### config.mk
export PLATFORM = sky130hd
export DESIGN_NAME = serial_add_sub_unit
export DESIGN_NICKNAME = d
export VERILOG_FILES = /design/src/rtl/serial_add_sub_unit.sv
export SDC_FILE = /design/constraint.sdc
export NUM_CORES = 1
export LEC_CHECK = 0
export CORE_MARGIN = 3
export CORE_UTILIZATION = 48
export DETAILED_ROUTE_END_ITERATION = 10
export PLACE_DENSITY = 0.83
export SYNTH_ARGS = -nofsm -noshare
export SYNTH_HDL_FRONTEND = slang
export SYNTH_SLANG_ARGS = --single-unit
### constraint.sdc
create_clock -name clk -period 1.8 [get_ports clk]
set_clock_uncertainty 0.15 [all_clocks]
set_input_delay 0.18 -clock clk [delete_from_list [all_inputs] [get_ports clk]]
set_output_delay 0.18 -clock clk [all_outputs]
set_load 0.03 [all_outputs]
### src/rtl/serial_add_sub_unit.sv
// -----------------------------------------------------------------------------
// serial_add_sub_unit
//
// Bit-serial, LSB-first two's-complement adder/subtractor.
// It computes s = a + b or s = a - b over WIDTH clock cycles and uses a
// start/done handshake. The operand pair is kept in registers alongside the
// result, so a downstream overflow stage can sample a_out, b_eff and s
// directly. b_eff holds the operand exactly as it was added (b, or ~b for a
// subtract), so the sign-bit overflow rule still applies when subtracting.
//
// Optional feature macro: OVF_FLAG_EN
//   When defined, the ovf output is present. It is computed as
//   carry_into_MSB ^ carry_out_of_MSB.
//   When undefined, the port and its logic are absent.
//
// Parameters
//   WIDTH   operand/result width in bits (>= 2), default 8
//
// Ports
//   clk     in   rising-edge clock
//   rst     in   synchronous active-high reset
//   start   in   operation request, sampled only while idle
//   sub     in   0 = add, 1 = subtract (sampled with start)
//   a       in   operand A (sampled with start)
//   b       in   operand B (sampled with start)
//   busy    out  high while bits are being processed
//   done    out  one-cycle pulse, results valid
//   s       out  sum/difference modulo 2^WIDTH
//   cout    out  carry out of the MSB (subtract: 1 = no borrow)
//   a_out   out  registered A
//   b_eff   out  registered effective B (b or ~b)
//   ovf     out  signed overflow flag (OVF_FLAG_EN only)
// -----------------------------------------------------------------------------
module serial_add_sub_unit #(
    parameter int WIDTH = 8
) (
    input  logic             clk,
    input  logic             rst,
    input  logic             start,
    input  logic             sub,
    input  logic [WIDTH-1:0] a,
    input  logic [WIDTH-1:0] b,
    output logic             busy,
    output logic             done,
    output logic [WIDTH-1:0] s,
    output logic             cout,
    output logic [WIDTH-1:0] a_out,
    output logic [WIDTH-1:0] b_eff
`ifdef OVF_FLAG_EN
    ,
    output logic             ovf
`endif
);

    localparam int               CNT_W    = $clog2(WIDTH);
    localparam logic [CNT_W-1:0] CNT_LAST = CNT_W'(WIDTH - 1);

    typedef enum logic [1:0] {
        ST_IDLE  = 2'd0,
        ST_SHIFT = 2'd1,
        ST_DONE  = 2'd2
    } state_t;

    state_t state_q, state_d;

    // Datapath registers
    logic [CNT_W-1:0] cnt_q, cnt_d;
    logic             carry_q, carry_d;
    logic [WIDTH-1:0] a_sh_q, a_sh_d;
    logic [WIDTH-1:0] b_sh_q, b_sh_d;
    logic [WIDTH-1:0] s_q, s_d;
    logic             cout_q, cout_d;
    logic [WIDTH-1:0] a_out_q, a_out_d;
    logic [WIDTH-1:0] b_eff_q, b_eff_d;
`ifdef OVF_FLAG_EN
    logic             ovf_q, ovf_d;
`endif

    logic             accept;
    logic             last_bit;
    logic             sum_bit;
    logic             carry_gen;
    logic [WIDTH-1:0] b_op;
    logic [WIDTH-1:0] s_shift;
    logic [WIDTH-1:0] a_shift;
    logic [WIDTH-1:0] b_shift;

    // -------------------------------------------------------------------------
    // One-bit full adder on the current LSBs of the shift copies
    // -------------------------------------------------------------------------
    assign sum_bit   = a_sh_q[0] ^ b_sh_q[0] ^ carry_q;
    assign carry_gen = (a_sh_q[0] & b_sh_q[0]) | (carry_q & (a_sh_q[0] ^ b_sh_q[0]));

    // A subtract is an add of the inverted operand with the carry-in preset to 1.
    assign b_op      = sub ? ~b : b;

    assign accept    = (state_q == ST_IDLE) && start;
    assign last_bit  = (state_q == ST_SHIFT) && (cnt_q == CNT_LAST);

    // -------------------------------------------------------------------------
    // Shift wiring.
    // The result enters at the MSB, so after WIDTH steps bit 0 of the sum has
    // reached s[0]. The operand copies drain towards the LSB and are zero-filled.
    // -------------------------------------------------------------------------
    genvar gi;
    generate
        for (gi = 0; gi < WIDTH - 1; gi++) begin : g_shift
            assign s_shift[gi] = s_q[gi+1];
            assign a_shift[gi] = a_sh_q[gi+1];
            assign b_shift[gi] = b_sh_q[gi+1];
        end
    endgenerate

    assign s_shift[WIDTH-1] = sum_bit;
    assign a_shift[WIDTH-1] = 1'b0;
    assign b_shift[WIDTH-1] = 1'b0;

    // -------------------------------------------------------------------------
    // FSM: state register
    // -------------------------------------------------------------------------
    always_ff @(posedge clk) begin
        if (rst) begin
            state_q <= ST_IDLE;
        end else begin
            state_q <= state_d;
        end
    end

    // -------------------------------------------------------------------------
    // FSM: next-state logic
    // -------------------------------------------------------------------------
    always_comb begin
        state_d = state_q;
        case (state_q)
            ST_IDLE: begin
                if (start) begin
                    state_d = ST_SHIFT;
                end
            end
            ST_SHIFT: begin
                if (cnt_q == CNT_LAST) begin
                    state_d = ST_DONE;
                end
            end
            // The done pulse always lasts exactly one cycle.
            ST_DONE: begin
                state_d = ST_IDLE;
            end
            default: begin
                state_d = ST_IDLE;
            end
        endcase
    end

    // -------------------------------------------------------------------------
    // FSM: outputs
    // -------------------------------------------------------------------------
    always_comb begin
        busy = 1'b0;
        done = 1'b0;
        case (state_q)
            ST_SHIFT: busy = 1'b1;
            ST_DONE:  done = 1'b1;
            default: begin
                busy = 1'b0;
                done = 1'b0;
            end
        endcase
    end

    // -------------------------------------------------------------------------
    // Datapath next-state logic
    // -------------------------------------------------------------------------
    always_comb begin
        cnt_d   = cnt_q;
        carry_d = carry_q;
        a_sh_d  = a_sh_q;
        b_sh_d  = b_sh_q;
        s_d     = s_q;
        cout_d  = cout_q;
        a_out_d = a_out_q;
        b_eff_d = b_eff_q;
`ifdef OVF_FLAG_EN
        ovf_d   = ovf_q;
`endif

        if (accept) begin
            // The registered operands change at once. s, cout and ovf keep
            // their old values until the shifting overwrites them.
            a_out_d = a;
            b_eff_d = b_op;
            a_sh_d  = a;
            b_sh_d  = b_op;
            carry_d = sub;
            cnt_d   = '0;
        end else if (state_q == ST_SHIFT) begin
            s_d     = s_shift;
            a_sh_d  = a_shift;
            b_sh_d  = b_shift;
            carry_d = carry_gen;
            cnt_d   = cnt_q + 1'b1;
            if (last_bit) begin
                cnt_d  = '0;
                cout_d = carry_gen;
`ifdef OVF_FLAG_EN
                // On the MSB step, carry_q is the carry into the MSB.
                ovf_d  = carry_q ^ carry_gen;
`endif
            end
        end
    end

    // -------------------------------------------------------------------------
    // Datapath registers
    // -------------------------------------------------------------------------
    always_ff @(posedge clk) begin
        if (rst) begin
            cnt_q   <= '0;
            carry_q <= 1'b0;
            a_sh_q  <= '0;
            b_sh_q  <= '0;
            s_q     <= '0;
            cout_q  <= 1'b0;
            a_out_q <= '0;
            b_eff_q <= '0;
`ifdef OVF_FLAG_EN
            ovf_q   <= 1'b0;
`endif
        end else begin
            cnt_q   <= cnt_d;
            carry_q <= carry_d;
            a_sh_q  <= a_sh_d;
            b_sh_q  <= b_sh_d;
            s_q     <= s_d;
            cout_q  <= cout_d;
            a_out_q <= a_out_d;
            b_eff_q <= b_eff_d;
`ifdef OVF_FLAG_EN
            ovf_q   <= ovf_d;
`endif
        end
    end

    assign s     = s_q;
    assign cout  = cout_q;
    assign a_out = a_out_q;
    assign b_eff = b_eff_q;
`ifdef OVF_FLAG_EN
    assign ovf   = ovf_q;
`endif

endmodule

==> out/qor.yml <==
placed_design:
  place_congestion: 0.7356
  dpl.hpwl_um: 2881
finish:
  ff_latch_area_um2: 942.2
  final-comb-area_um2: 889.6
  buffer_area_share_pct: 22.23
  num-nonclk-buffers: 58
  n_all_inverters: 1
  n_clock_buffer: 8
  areaGrowthSynthToFinish_pct: 34.58
  clk_share_pct: 3.901
  mostFrequentLayoutCells: "dfxtp_1, clkdlybuf4s50_1, nand2_1"
  num-nets-final: 287
synthesis:
  yosysSeqAreaShare_pct: 49.34
  ys_top_cells_by_area: "dfxtp_1, a21oi_1, nand2_1, or3b_2, nand2b_1"
  ys.flops: 47
  top_area_cell: "dfxtp_1"
  synth_top_area_share_pct: 49.34
clock_network:
  clockRootBuffer: "clkbuf_8"
  clkSlewWorstSetupHoldPaths_ns: 0.08
  holdBufCountCts: 0
worst_hold_path:
  holdPathEnd: "s[0]"
  holdPathStages: 2
detailed_routing:
  dr_wl_met3_um: 211
  wl_met2_um: 1925
  first_iter_violations: 86
  met1_length_um: 1836
status:
  status: "finished, final reports clean"
worst_setup_path:
  cp-endpoint: "busy"
  startpoint_type: "flip-flop"
  worst_ep_required_time_ns: 1.47
  cpMaxStageDelayCell: "dfxtp_1"
  worstReg2RegEnd: "cnt_q[0]"
  path_max_fanout: 11
power:
  swShare_pct: 25.84
  power.group.top: "registers"
  power_density_mw_per_mm2: 873.7
global_route:
  grtUsageTotal_pct: 17.42
  antenna_found_initial: 0
  globalRouteMet1Util_pct: 22.52
die:
  dieArea_mm2: 0.004765
timing:
  hold_viol_final: 0
  min_period_ns: 1.724
  rsz0062_at_grt: "no"
  relSlewSlack_pct: 77.84
  worstMarginPinSlew_ns: 0.3319
[metrics by stage]
step,utilization (%),cell area (um^2),std cells,setup WS (ns)
floorplan,-,1907,215,0.3161
global placement,65.84,2465,305,0.03107
detailed placement,65.84,2465,305,0.009383
CTS,68.55,2566,313,0.08708
global route,68.55,2566,313,0.004569
finish,68.55,2566,313,0.07615
[logic make-up after synthesis]
logic type      count (synthesis)  synth area share (%)
fa+ha+maj                       3                 2.362
buf+inv                        17                 4.002
xor+xnor                        8                 3.675
mux                             2                 1.050
compound gates                 53                 17.39
simple gates                   85                 22.18
flops                          47                 49.34
[repair_timing]
action / 4_1_cts / 5_1_grt
endpoints found under the hold margin: 0 / 0
buffers inserted: 0 / 0
gates resized: 2 / 0
endpoints found under the setup margin: 1 / 0
[cell usage after synthesis]
| library cell | n |
|---|---|
| nor2b_1 | 1 |
| o221a_2 | 5 |
| a22oi_1 | 2 |
| o21ba_2 | 1 |
| or3_1 | 1 |
| dfxtp_1 | 47 |
| o21a_1 | 6 |
| inv_1 | 1 |
| xor2_1 | 3 |
| fa_1 | 1 |
| nor3b_2 | 1 |
| buf_2 | 7 |
| clkbuf_1 | 8 |
| nand3b_1 | 1 |
| a21oi_1 | 37 |
| ha_1 | 2 |
| nand2_1 | 41 |
| a211oi_2 | 1 |
| nor2_1 | 11 |
| o21bai_1 | 1 |
| nor4bb_1 | 1 |
| buf_4 | 1 |
| xnor2_1 | 5 |
| nor3_1 | 10 |
| mux2i_1 | 2 |
| or3b_2 | 9 |
| nand2b_1 | 9 |
[flip-flops by register name, indices dropped and copies added (netlist names)]
name / flops
cnt_q: 3
state_q: 2
s: 8
a_sh_q: 8
b_eff: 8
a_out: 8
cout: 1
carry_q: 1
b_sh_q: 8
==> images/wire_density.png <==
14 x 14 tiles, from dark blue (low) to red (high), scaled to the fullest tile. Values are wire area over tile area, all layers added.
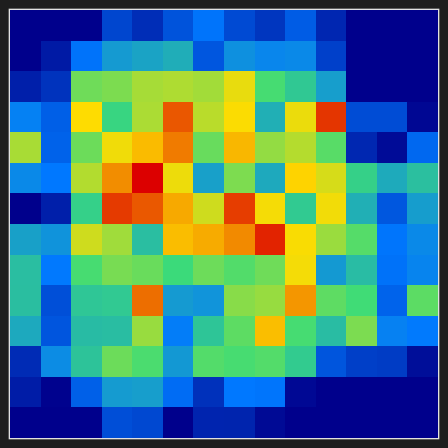
36% of the tiles are over half the peak. The fullest tile reaches 0.36. The densest ninth of the die: middle. 16% of the tiles are nearly empty. The mean over all tiles is 0.13. The emptiest ninth of the die: top right.

==> images/clock_map.png <==
Scale bar: 20 um.
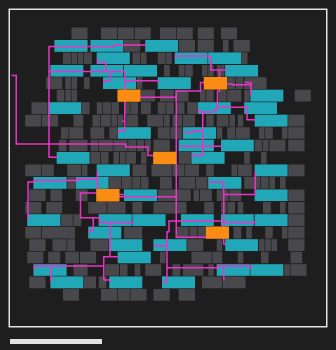
Key: flip-flops = cyan [count 47]; cells driving clock nets = orange [count 5]; clock wires = magenta [length 489 um]
Position of the flops: widely spread.

==> images/final_placement.png <==
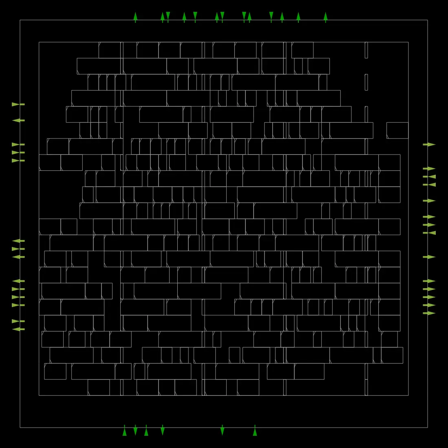
core area: 0.003744 mm^2
tap cells: 48
Util after Layout: 68.55%

==> images/registers.png <==
Scale bar: 20 um.
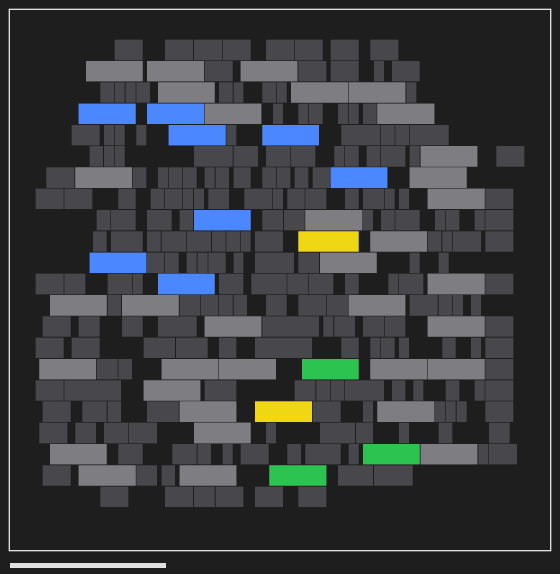
Key: `cnt_q` = green [flops 3]; `state_q` = yellow [flops 2]; `a_sh_q` = blue [flops 8]

==> images/drive_strength.png <==
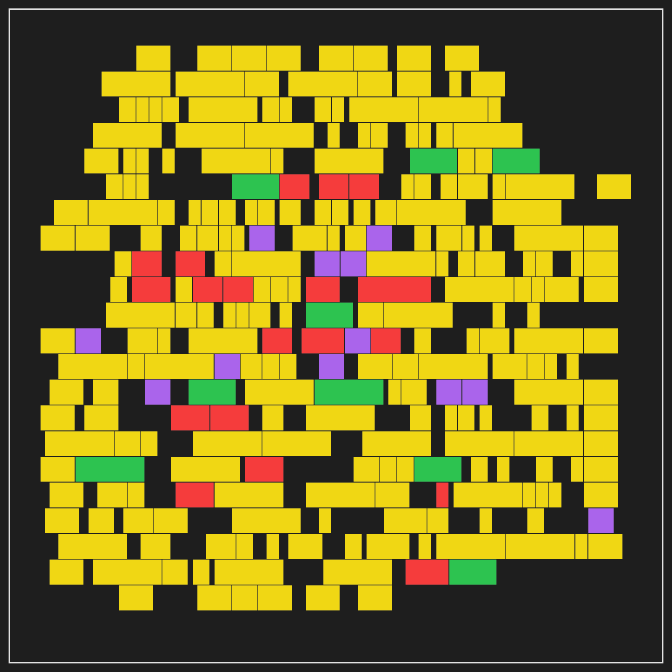
Key: drive 2 = red [cells 19, share 7.2%, most used or3b_2]; drive 3 to 4 = purple [cells 12, share 4.5%, most used buf_4]; drive 1 or less = yellow [cells 225, share 85%, most used dfxtp_1]; drive 6 and up = green [cells 9, share 3.4%, most used clkbuf_8]

Power figures rest on the tool's default switching activity, not on a simulated workload.
